### Metal 3, run 1

(6 px per um)
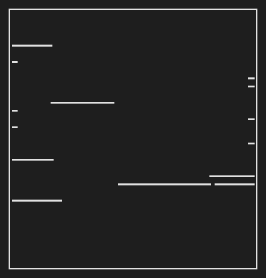
### Routing congestion map, run 1

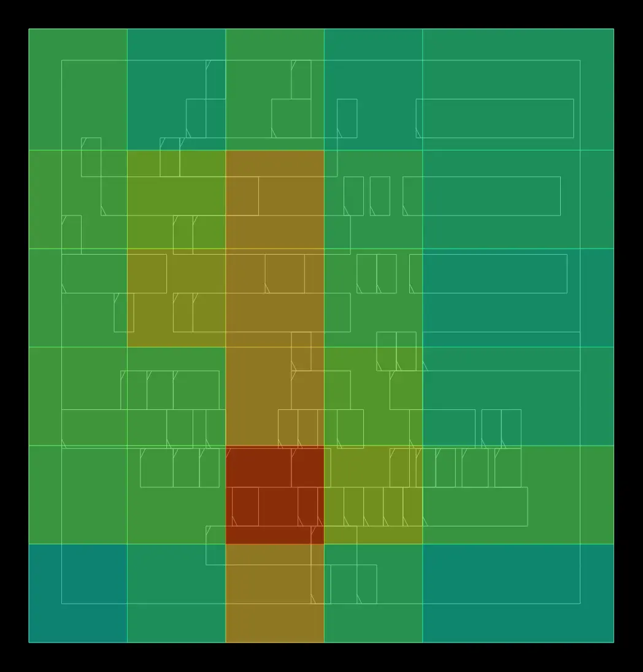
### Selected gate families, run 1

(12 px per um)
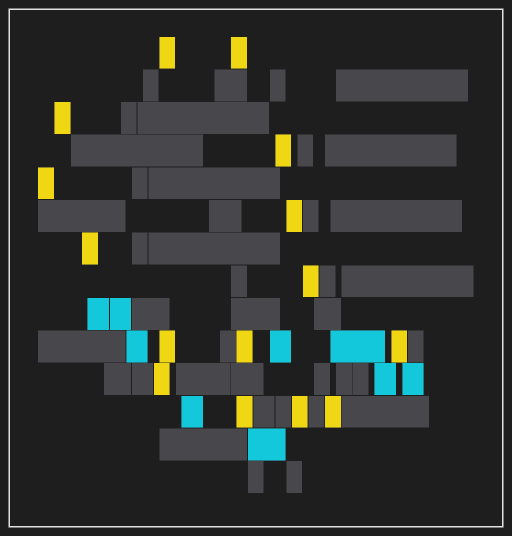
### M2 wires, run 1

(6 px per um)
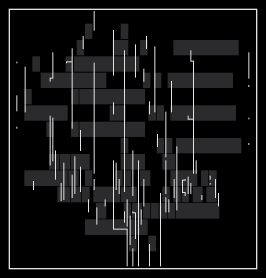
--- src/rtl/data_launch_pipe.sv ---
// ----------------------------------------------------------------------------
// data_launch_pipe
//
// Purpose:
//   Elastic launch pipeline with DEPTH register stages of WIDTH bits. Each
//   stage has its own valid bit. A stage advances when the stage ahead of it
//   is empty or is itself advancing, so bubbles collapse. A stalled output
//   therefore fills the upstream stages without losing throughput.
//
// Ports:
//   clk        rising-edge clock
//   reset      synchronous, active-high reset; clears all stages and data
//   en         global enable; 0 freezes all stage state and both handshakes
//   flush      synchronous clear of all valid bits; data registers hold
//   in_valid   producer offers in_data
//   in_data    producer data [WIDTH]
//   in_ready   pipeline accepts in_data this cycle
//   out_valid  last stage holds valid data (masked during flush)
//   out_data   last-stage data [WIDTH]
//   out_ready  consumer accepts out_data
//   count      number of valid stages, 0..DEPTH [CNT_W]
// ----------------------------------------------------------------------------
module data_launch_pipe #(
    parameter int WIDTH = 4,
    parameter int DEPTH = 2,
    parameter int CNT_W = $clog2(DEPTH + 1)
) (
    input  logic             clk,
    input  logic             reset,
    input  logic             en,
    input  logic             flush,
    input  logic             in_valid,
    input  logic [WIDTH-1:0] in_data,
    output logic             in_ready,
    output logic             out_valid,
    output logic [WIDTH-1:0] out_data,
    input  logic             out_ready,
    output logic [CNT_W-1:0] count
);

    logic [DEPTH-1:0] r_v;
    logic [WIDTH-1:0] r_d [DEPTH];
    logic [CNT_W-1:0] r_count;

    logic [DEPTH-1:0] w_mv;
    logic             w_out_fire;
    logic             w_in_fire;

    assign out_valid  = r_v[DEPTH-1] & ~flush;
    assign out_data   = r_d[DEPTH-1];
    assign w_out_fire = out_valid & out_ready & en;

    // Move chain, evaluated from the output side back to the input side.
    // A stage moves if it holds data and the next stage is free or is
    // moving this cycle. As a result, in_ready depends combinationally on
    // out_ready.
    always_comb begin
        w_mv          = '0;
        w_mv[DEPTH-1] = w_out_fire;
        for (int i = DEPTH - 2; i >= 0; i--) begin
            w_mv[i] = en & r_v[i] & (~r_v[i+1] | w_mv[i+1]);
        end
    end

    assign in_ready  = en & ~flush & ~reset & (~r_v[0] | w_mv[0]);
    assign w_in_fire = in_valid & in_ready;
    assign count     = r_count;

    always_ff @(posedge clk) begin
        if (reset) begin
            r_v     <= '0;
            r_count <= '0;
            for (int i = 0; i < DEPTH; i++) begin
                r_d[i] <= '0;
            end
        end else if (flush) begin
            // Only the valids are dropped. The data registers keep stale contents.
            r_v     <= '0;
            r_count <= '0;
        end else begin
            if (w_in_fire) begin
                r_d[0] <= in_data;
                r_v[0] <= 1'b1;
            end else if (w_mv[0]) begin
                r_v[0] <= 1'b0;
            end

            for (int i = 1; i < DEPTH; i++) begin
                if (w_mv[i-1]) begin
                    r_d[i] <= r_d[i-1];
                    r_v[i] <= 1'b1;
                end else if (w_mv[i]) begin
                    r_v[i] <= 1'b0;
                end
            end

            case ({w_in_fire, w_out_fire})
                2'b10:   r_count <= r_count + CNT_W'(1);
                2'b01:   r_count <= r_count - CNT_W'(1);
                default: r_count <= r_count;
            endcase
        end
    end

endmodule

--- config.mk ---
export PLATFORM = sky130hd
export DESIGN_NAME = data_launch_pipe
export DESIGN_NICKNAME = d
export VERILOG_FILES = /design/src/rtl/data_launch_pipe.sv
export SDC_FILE = /design/constraint.sdc
export NUM_CORES = 1
export LEC_CHECK = 0
export ABC_AREA = 1
export CORE_AREA = 2 2 39 41
export DETAILED_ROUTE_END_ITERATION = 8
export DIE_AREA = 0 0 41 43
export DONT_BUFFER_PORTS = 1
export GPL_ROUTABILITY_DRIVEN = 0
export PLACE_DENSITY_LB_ADDON = 0.15
export SKIP_CTS_REPAIR_TIMING = 1
export SYNTH_ARGS = -nofsm -noshare
export SYNTH_HDL_FRONTEND = slang
export SYNTH_SLANG_ARGS = --single-unit
export TNS_END_PERCENT = 30
--- constraint.sdc ---
create_clock -name clk -period 3.5 [get_ports clk]
set_input_delay 0.7 -clock clk [delete_from_list [all_inputs] [get_ports clk]]
set_output_delay 0.7 -clock clk [all_outputs]
set_load 0.005 [all_outputs]
==> Slide: Implementation Results, run 1 <==
Flow Results at a Glance

Status
  – Status: finished, final reports clean

Pwr
  – Power, Total: 0.0002555 W
  – Pwr/cell area: 427.1 nW/um^2
  – Power Clock: 0.0000885 W
  – Maximum vdd drop: 0.1575 mV

Final timing
  – Clock Skews: 0.003723 ns
  – Setup TNS: 0 ns

Detailed routing
  – Remaining routing DRC violations: 0
  – Vias/cell: 4.463
  – Highest routed layer: met4

Final layout
  – Area growth syn-to-layout: 2.796%
  – Clkbuf count: 3
  – Comb gates: 33
  – Registers: 12

Yosys
  – Ys cells: 64
  – Nets at Floorplan: 75
  – Number of synthesized flops with an enable pin: 8
  – Sequential element share of the synthesized area: 55.05%
  – Synth Cell Area: 581.8 um^2

Clock tree
  – Reg clk slew, reported paths: 0.08 ns

Global route
  – Largest net degree at the start of global routing: 9
  – Overflow after GRT: 0

Floorplan
  – Io pins: 18

Hold path
  – Min-Delay Endpoint: r_v[1]
  – Worst hold path startpoint: r_v[1]

Critical path
  – Crit path from: out_ready
  – Peak fanout along the critical path: 4

Place
  – Placed insts: 76
  – Placed cell areas: 571.8 um^2
Notes on 'Metal 3' above:
longest straight run: 15.2 um
nets with wire on the layer: 13
main direction: horizontal
share of all routed wire: 8.2%
WL final: 799 um
via count: 357
M3 GR Usage: 4.188%

Notes on 'Routing congestion map' above:
met1 Track Usage GR: 15.77%
final core occ: 43.22%
routed len/inst: 9.988 um
All-Layer GR Usage: 12.51%
busiest grt layer: met1

Notes on 'Selected gate families' above:
| colour | family | cells | most used |
|---|---|---|---|
| yellow | inverters | 15 | inv_1 |
| cyan | inverting AOI/OAI gates | 9 | a21oi_1 |

Notes on 'M2 wires' above:
share of all routed wire: 42%
wire length on this layer: 338 um
longest straight run: 23.5 um
met2 Use GR: 15.63%

### Cell sizes after repair, run 1

(12 px per um)
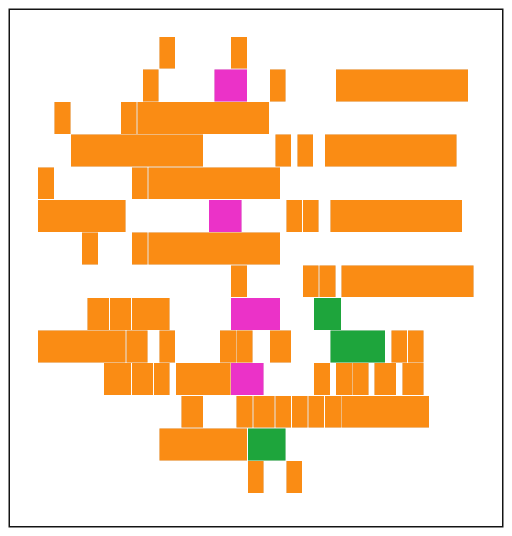

==> run 2: changes to the inputs <==
==> constraint.sdc (replaced) <==
create_clock -name clk -period 2 [get_ports clk]
set_input_delay 0.4 -clock clk [delete_from_list [all_inputs] [get_ports clk]]
set_output_delay 0.4 -clock clk [all_outputs]
set_load 0.005 [all_outputs]
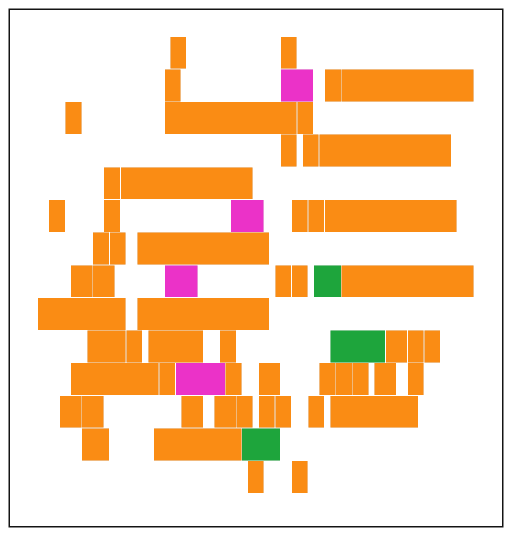
*Cell sizes after repair, run 2*
(12 px per um)
| colour | size | cells | share |
|---|---|---|---|
| magenta | drive 3 to 4 | 4 | 6.3% |
| green | drive 2 | 3 | 4.7% |
| orange | drive 1 or less | 57 | 89% |
Area growth syn-to-layout: 2.796%
fin area: 598.1 um^2
nonclk buf count: 0
final setup margin: 0.2811 ns

==> Slide: Implementation Results, run 2 <==
Flow Results at a Glance

Status
  – Status: finished, final reports clean

Final layout
  – Comb gates: 33
  – Comb/total area: 29.29%
  – Registers: 12
  – Clkbuf count: 4
  – Final core occ: 43.22%

Detailed routing
  – Routed len/inst: 9.725 um
  – Drt pass-1 iters: 2
  – Highest routed layer: met4
  – Via count: 358
  – Vias/cell: 4.475
  – Remaining routing DRC violations: 0
  – WL final: 778 um
  – Drt initial violations: 7

Yosys
  – Ys cells: 64
  – Synth Cell Area: 581.8 um^2
  – Nets at Floorplan: 75
  – Sequential element share of the synthesized area: 55.05%
  – Number of synthesized flops with an enable pin: 8

Final timing
  – Clock Skews: 0.0006175 ns
  – Setup TNS: 0 ns

Global route
  – Busiest grt layer: met1
  – Met2 Use GR: 14.69%
  – Largest net degree at the start of global routing: 9
  – All-Layer GR Usage: 12.51%
  – M3 GR Usage: 6.283%
  – Met1 Track Usage GR: 16.44%

Floorplan
  – Io pins: 18
  – Core region area: 1384 um^2
  – DIE HEIGHT: 43 um

Critical path
  – Peak fanout along the critical path: 4
  – Crit path from: r_v[0]
  – Worst setup SP type: register
  – CP Capture Point: count[1]

Hold path
  – Worst hold path startpoint: flush
  – Min-Delay Endpoint: r_v[0]

Pwr
  – Pwr/cell area: 747.2 nW/um^2
  – Power, Total: 0.0004469 W
  – Power Clock: 0.000154 W
  – Pwr top: sequential cells

Place
  – Pre-CTS setup slack: 0.1872 ns
  – Placed cell areas: 571.8 um^2
  – Placed insts: 76

Clock tree
  – Clk buf depth: 2
  – Reg clk slew, reported paths: 0.07 ns
### M2 wires, run 2

(6 px per um)
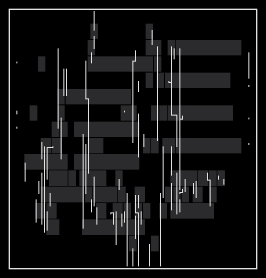

==> run 3: changes to the inputs <==
--- a/config.mk
+++ b/config.mk
@@ -5,8 +5,8 @@
 export SDC_FILE = /design/constraint.sdc
 export NUM_CORES = 1
 export LEC_CHECK = 0
-export ABC_AREA = 1
 export CORE_AREA = 2 2 39 41
+export CTS_CLUSTER_DIAMETER = 100
 export DETAILED_ROUTE_END_ITERATION = 8
 export DIE_AREA = 0 0 41 43
 export DONT_BUFFER_PORTS = 1
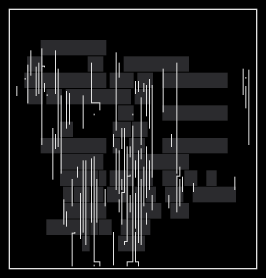
*M2 wires, run 3*
(6 px per um)
nets with wire on the layer: 54
main direction: vertical

==> Slide: Implementation Results, run 3 <==
Flow Results at a Glance

Clock tree
  – Reg clk slew, reported paths: 0.07 ns
  – Clk buf depth: 2

Global route
  – Busiest grt layer: met2
  – Largest net degree at the start of global routing: 10
  – All-Layer GR Usage: 14.69%
  – M3 GR Usage: 8.901%
  – Met2 Use GR: 20.63%
  – Met1 Track Usage GR: 17.63%

Yosys
  – Area leader, netlist: edfxtp_1
  – Ys cells: 52
  – Sequential element share of the synthesized area: 50.79%
  – Number of synthesized flops with an enable pin: 8
  – Synth Cell Area: 630.6 um^2
  – Nets at Floorplan: 63
  – Yosys adder share: 1.984%

Final layout
  – Final core occ: 46.47%
  – Area growth syn-to-layout: 1.984%
  – Nonclk buf count: 1
  – Registers: 12
  – Dominant logic cell types in the final layout: edfxtp_1 (8), a21boi_1 (7), dfxtp_1 (4)
  – Comb/total area: 40.08%
  – Comb gates: 32
  – Clkbuf count: 3
  – Clock buf/inv share: 4.086%
  – Fin area: 643.1 um^2

Final timing
  – Clock Skews: 0.002119 ns
  – Setup TNS: 0 ns
  – Final setup margin: 0.3747 ns

Detailed routing
  – Vias/cell: 5.691
  – Remaining routing DRC violations: 0
  – Highest routed layer: met4
  – Drt initial violations: 5
  – WL final: 1007 um
  – Via count: 387
  – Routed len/inst: 14.81 um

Pwr
  – Power, Total: 0.0004548 W
  – Pwr/cell area: 707.2 nW/um^2
  – Maximum vdd drop: 0.3588 mV
  – Internal: 0.0003578 W
  – Power Clock: 0.000154 W

Critical path
  – CP Capture Point: count[1]
  – Crit path from: r_v[0]

Place
  – Placed cell areas: 616.8 um^2
  – Pre-CTS setup slack: 0.2442 ns
  – Placed insts: 64

Floorplan
  – Io pins: 18
  – DIE HEIGHT: 43 um

Hold path
  – Worst hold path startpoint: flush
  – Min-Delay Endpoint: r_v[1]

Status
  – Status: finished, final reports clean
Power is estimated from default activity; no workload was simulated.
